sizing.png
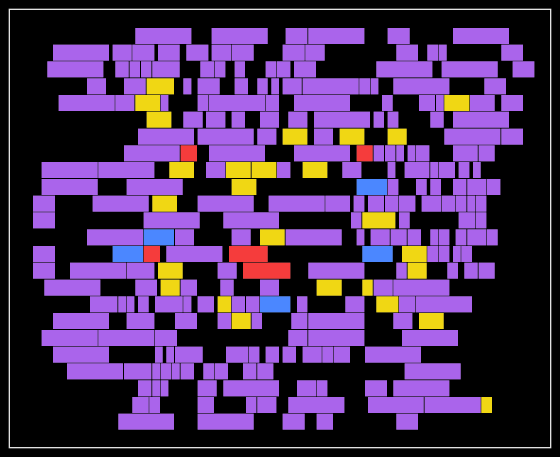
m1.png
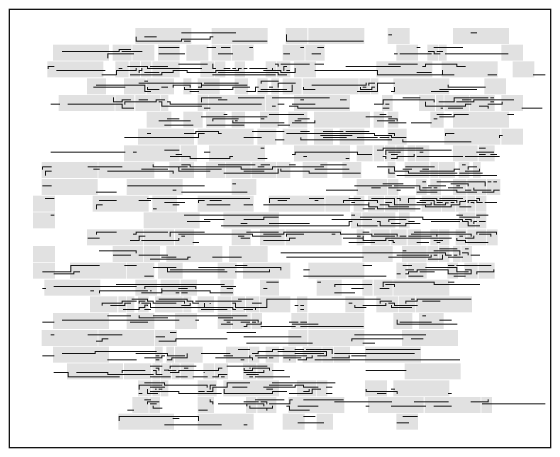
**src/rtl/seg7_readback.sv**
```systemverilog
// Seven-segment readback: synchronizes seg_a..seg_g, filters for stability and decodes the hex glyph.
// Optional SEG7_READBACK_ERRCNT_EN adds a saturating err_count of invalid-pattern locks.
module seg7_readback #(
  parameter int STABLE_CYCLES = 4,
  parameter bit ACTIVE_LOW    = 1'b0,
  parameter int CNT_W         = 8
) (
  input  logic             clk,
  input  logic             rst_n,
  input  logic             seg_a,
  input  logic             seg_b,
  input  logic             seg_c,
  input  logic             seg_d,
  input  logic             seg_e,
  input  logic             seg_f,
  input  logic             seg_g,
  output logic [3:0]       value,
  output logic             valid,
  output logic             blank,
  output logic             invalid,
  output logic             new_pulse,
  output logic [CNT_W-1:0] chg_count
`ifdef SEG7_READBACK_ERRCNT_EN
  ,
  output logic [CNT_W-1:0] err_count
`endif
);

  typedef enum logic [1:0] {IDLE, SETTLE, LOCKED} state_t;

  localparam logic [7:0] STABLE = 8'(STABLE_CYCLES);

  state_t     state, state_n;
  logic [6:0] sync1, sync2, pat;
  logic [6:0] cand, cand_n, held;
  logic [7:0] cnt, cnt_n;
  logic       do_lock, locked_once, is_new;
  logic       dec_ok;
  logic [3:0] dec_val;

  // Returns {legal, digit} for a {g..a} pattern
  function automatic logic [4:0] decode(input logic [6:0] p);
    case (p)
      7'b0111111: decode = {1'b1, 4'h0};
      7'b0000110: decode = {1'b1, 4'h1};
      7'b1011011: decode = {1'b1, 4'h2};
      7'b1001111: decode = {1'b1, 4'h3};
      7'b1100110: decode = {1'b1, 4'h4};
      7'b1101101: decode = {1'b1, 4'h5};
      7'b1111101: decode = {1'b1, 4'h6};
      7'b0000111: decode = {1'b1, 4'h7};
      7'b1111111: decode = {1'b1, 4'h8};
      7'b1101111: decode = {1'b1, 4'h9};
      7'b1110111: decode = {1'b1, 4'hA};
      7'b1111100: decode = {1'b1, 4'hB};
      7'b0111001: decode = {1'b1, 4'hC};
      7'b1011110: decode = {1'b1, 4'hD};
      7'b1111001: decode = {1'b1, 4'hE};
      7'b1110001: decode = {1'b1, 4'hF};
      default:    decode = 5'd0;
    endcase
  endfunction

  assign pat               = ACTIVE_LOW ? ~sync2 : sync2;
  assign {dec_ok, dec_val} = decode(cand);
  assign is_new            = !locked_once || (cand != held);

  always_comb begin
    state_n = state;
    cand_n  = cand;
    cnt_n   = cnt;
    do_lock = 1'b0;
    case (state)
      IDLE: begin
        cand_n  = pat;
        cnt_n   = 8'd1;
        state_n = SETTLE;
      end
      SETTLE: begin
        if (pat != cand) begin
          cand_n = pat;
          cnt_n  = 8'd1;
        end else if (cnt == STABLE) begin
          do_lock = 1'b1;
          state_n = LOCKED;
        end else begin
          cnt_n = cnt + 8'd1;
        end
      end
      LOCKED: begin
        if (pat != cand) begin
          cand_n  = pat;
          cnt_n   = 8'd1;
          state_n = SETTLE;
        end
      end
      default: state_n = IDLE;
    endcase
  end

  always_ff @(posedge clk or negedge rst_n) begin
    if (!rst_n) begin
      sync1       <= '0;
      sync2       <= '0;
      state       <= IDLE;
      cand        <= '0;
      cnt         <= '0;
      held        <= '0;
      locked_once <= 1'b0;
      value       <= '0;
      valid       <= 1'b0;
      blank       <= 1'b0;
      invalid     <= 1'b0;
      new_pulse   <= 1'b0;
      chg_count   <= '0;
`ifdef SEG7_READBACK_ERRCNT_EN
      err_count   <= '0;
`endif
    end else begin
      sync1     <= {seg_g, seg_f, seg_e, seg_d, seg_c, seg_b, seg_a};
      sync2     <= sync1;
      state     <= state_n;
      cand      <= cand_n;
      cnt       <= cnt_n;
      new_pulse <= 1'b0;
      if (do_lock) begin
        held        <= cand;
        locked_once <= 1'b1;
        if (dec_ok) begin
          value   <= dec_val;
          valid   <= 1'b1;
          blank   <= 1'b0;
          invalid <= 1'b0;
        end else begin
          valid   <= 1'b0;
          blank   <= (cand == 7'd0);
          invalid <= (cand != 7'd0);
        end
        if (is_new) begin
          new_pulse <= 1'b1;
          chg_count <= chg_count + 1'b1;
`ifdef SEG7_READBACK_ERRCNT_EN
          if (!dec_ok && cand != 7'd0 && err_count != '1)
            err_count <= err_count + 1'b1;
`endif
        end
      end
    end
  end

endmodule

```
**config.mk**
```make
export PLATFORM = sky130hd
export DESIGN_NAME = seg7_readback
export DESIGN_NICKNAME = d
export VERILOG_FILES = /design/src/rtl/seg7_readback.sv
export SDC_FILE = /design/constraint.sdc
export NUM_CORES = 1
export LEC_CHECK = 0
export ABC_AREA = 0
export CAP_MARGIN = 20
export CORE_ASPECT_RATIO = 0.8
export CORE_MARGIN = 2
export CORE_UTILIZATION = 50
export DETAILED_ROUTE_END_ITERATION = 10
export GPL_ROUTABILITY_DRIVEN = 0
export PLACE_DENSITY = 0.68
export SYNTH_ARGS = -nofsm -noshare
export SYNTH_HDL_FRONTEND = slang
export SYNTH_SLANG_ARGS = --single-unit
```
**constraint.sdc**
```tcl
create_clock -name clk -period 4.18 [get_ports clk]
set_input_delay 0.836 -clock clk [delete_from_list [all_inputs] [get_ports clk]]
set_output_delay 0.836 -clock clk [all_outputs]
set_load 0.03 [all_outputs]
```
==> flow_summary.rst <==
Run summary
-----------

.. list-table::
   :header-rows: 1

   * - Metric
     - Value
   * - Status
     - complete, no violations
   * - Total stage count of the critical path
     - 5
   * - Max-capacitance violation count
     - 0
   * - Clock network power share
     - between 30% and 40%
   * - Most frequent cell after synthesis
     - sky130_fd_sc_hd__dfrtp_1
   * - Yosys reg bits
     - between 50 and 60
   * - Worst hold slack
     - between 0.3 and 0.4 ns
   * - Gate Area
     - approximately 1300 sq um
   * - Final critical delay including setup and external delays
     - ~2.5 ns
   * - Final Setup Violations
     - 0
   * - Hold Path Depth
     - 0
   * - Final hold violation count
     - 0
   * - Detailed router's first-iteration violation count
     - 125
   * - Routed length per placed instance
     - between 10 and 15 um
   * - Core footprint
     - 5410 sq um
   * - Worst-case reg-to-reg path depth
     - 5
   * - Sum of negative setup slack
     - 0 ns
   * - Clock group total power
     - about 0.00029 W
   * - Drt pass-1 iters
     - 4
   * - Area share of the largest cell type after synthesis
     - between 40% and 50%
   * - Vias after detailed routing
     - 1891
   * - Sequential-to-total area share from yosys stat
     - roughly 50%
   * - Dominant logic cell types in the final layout
     - sky130_fd_sc_hd__dfrtp_1, sky130_fd_sc_hd__clkdlybuf4s50_1, sky130_fd_sc_hd__nor3_1, sky130_fd_sc_hd__mux2_2
   * - Total area of sequential cells
     - ~1400 sq um
   * - Design internal power
     - between 0.0006 and 0.0007 W
   * - Chip Height
     - 70.8 um
   * - Clock tree sinks
     - around 55
   * - Required time of the critical path
     - roughly 4.4 ns
   * - Post-route non-filler standard cell count
     - ~330
   * - Mean cell area of the mapped netlist
     - around 11 sq um
   * - Final clock-cell share
     - 2.86%
   * - Number of CTS-inserted buffers
     - 5
   * - Critical Path Source Type
     - register
   * - Worst Slack Setup Final
     - 1.69 ns
   * - Area fraction in full adders, half adders and majority gates
     - roughly 3.1%
   * - Port bufs
     - 24
   * - Fraction of met2 tracks used by global routing
     - between 20% and 30%
   * - Buffer and inverter count on the worst path
     - 0
   * - Pin count of the biggest net entering global routing
     - between 40 and 50
   * - FF+latch count
     - ~55
   * - Vias in the first global route
     - ~1800
   * - Synthesized-area fraction occupied by ao, oa, aoi and oai cells
     - 10.1%
   * - Library cell with the largest summed area after synthesis
     - sky130_fd_sc_hd__dfrtp_1
   * - GRT Max-Usage Layer
     - met1
   * - Critical Path Sink Type
     - register
   * - Number of nets in the layout
     - around 280
   * - Worst Max-Slew Pin Slew
     - about 0.85 ns
   * - XOR/XNOR Area Share
     - under 10%
   * - Power dissipated in combinational cells
     - 0.0000539 W
   * - Tap cell instance count
     - about 65
-- sizing.png (at the start) --
colour	size	cells	share
yellow	x2	26	9.7%
red	x3 and x4	5	1.9%
blue	x6 and larger	5	1.9%
purple	x1 and smaller	231	87%

-- m1.png (at the start) --
main direction	horizontal
share of all routed wire	52%
wire length on this layer	2540 um
nets with wire on the layer	252
longest straight run	26.7 um

Power figures rest on the tool's default switching activity, not on a simulated workload.
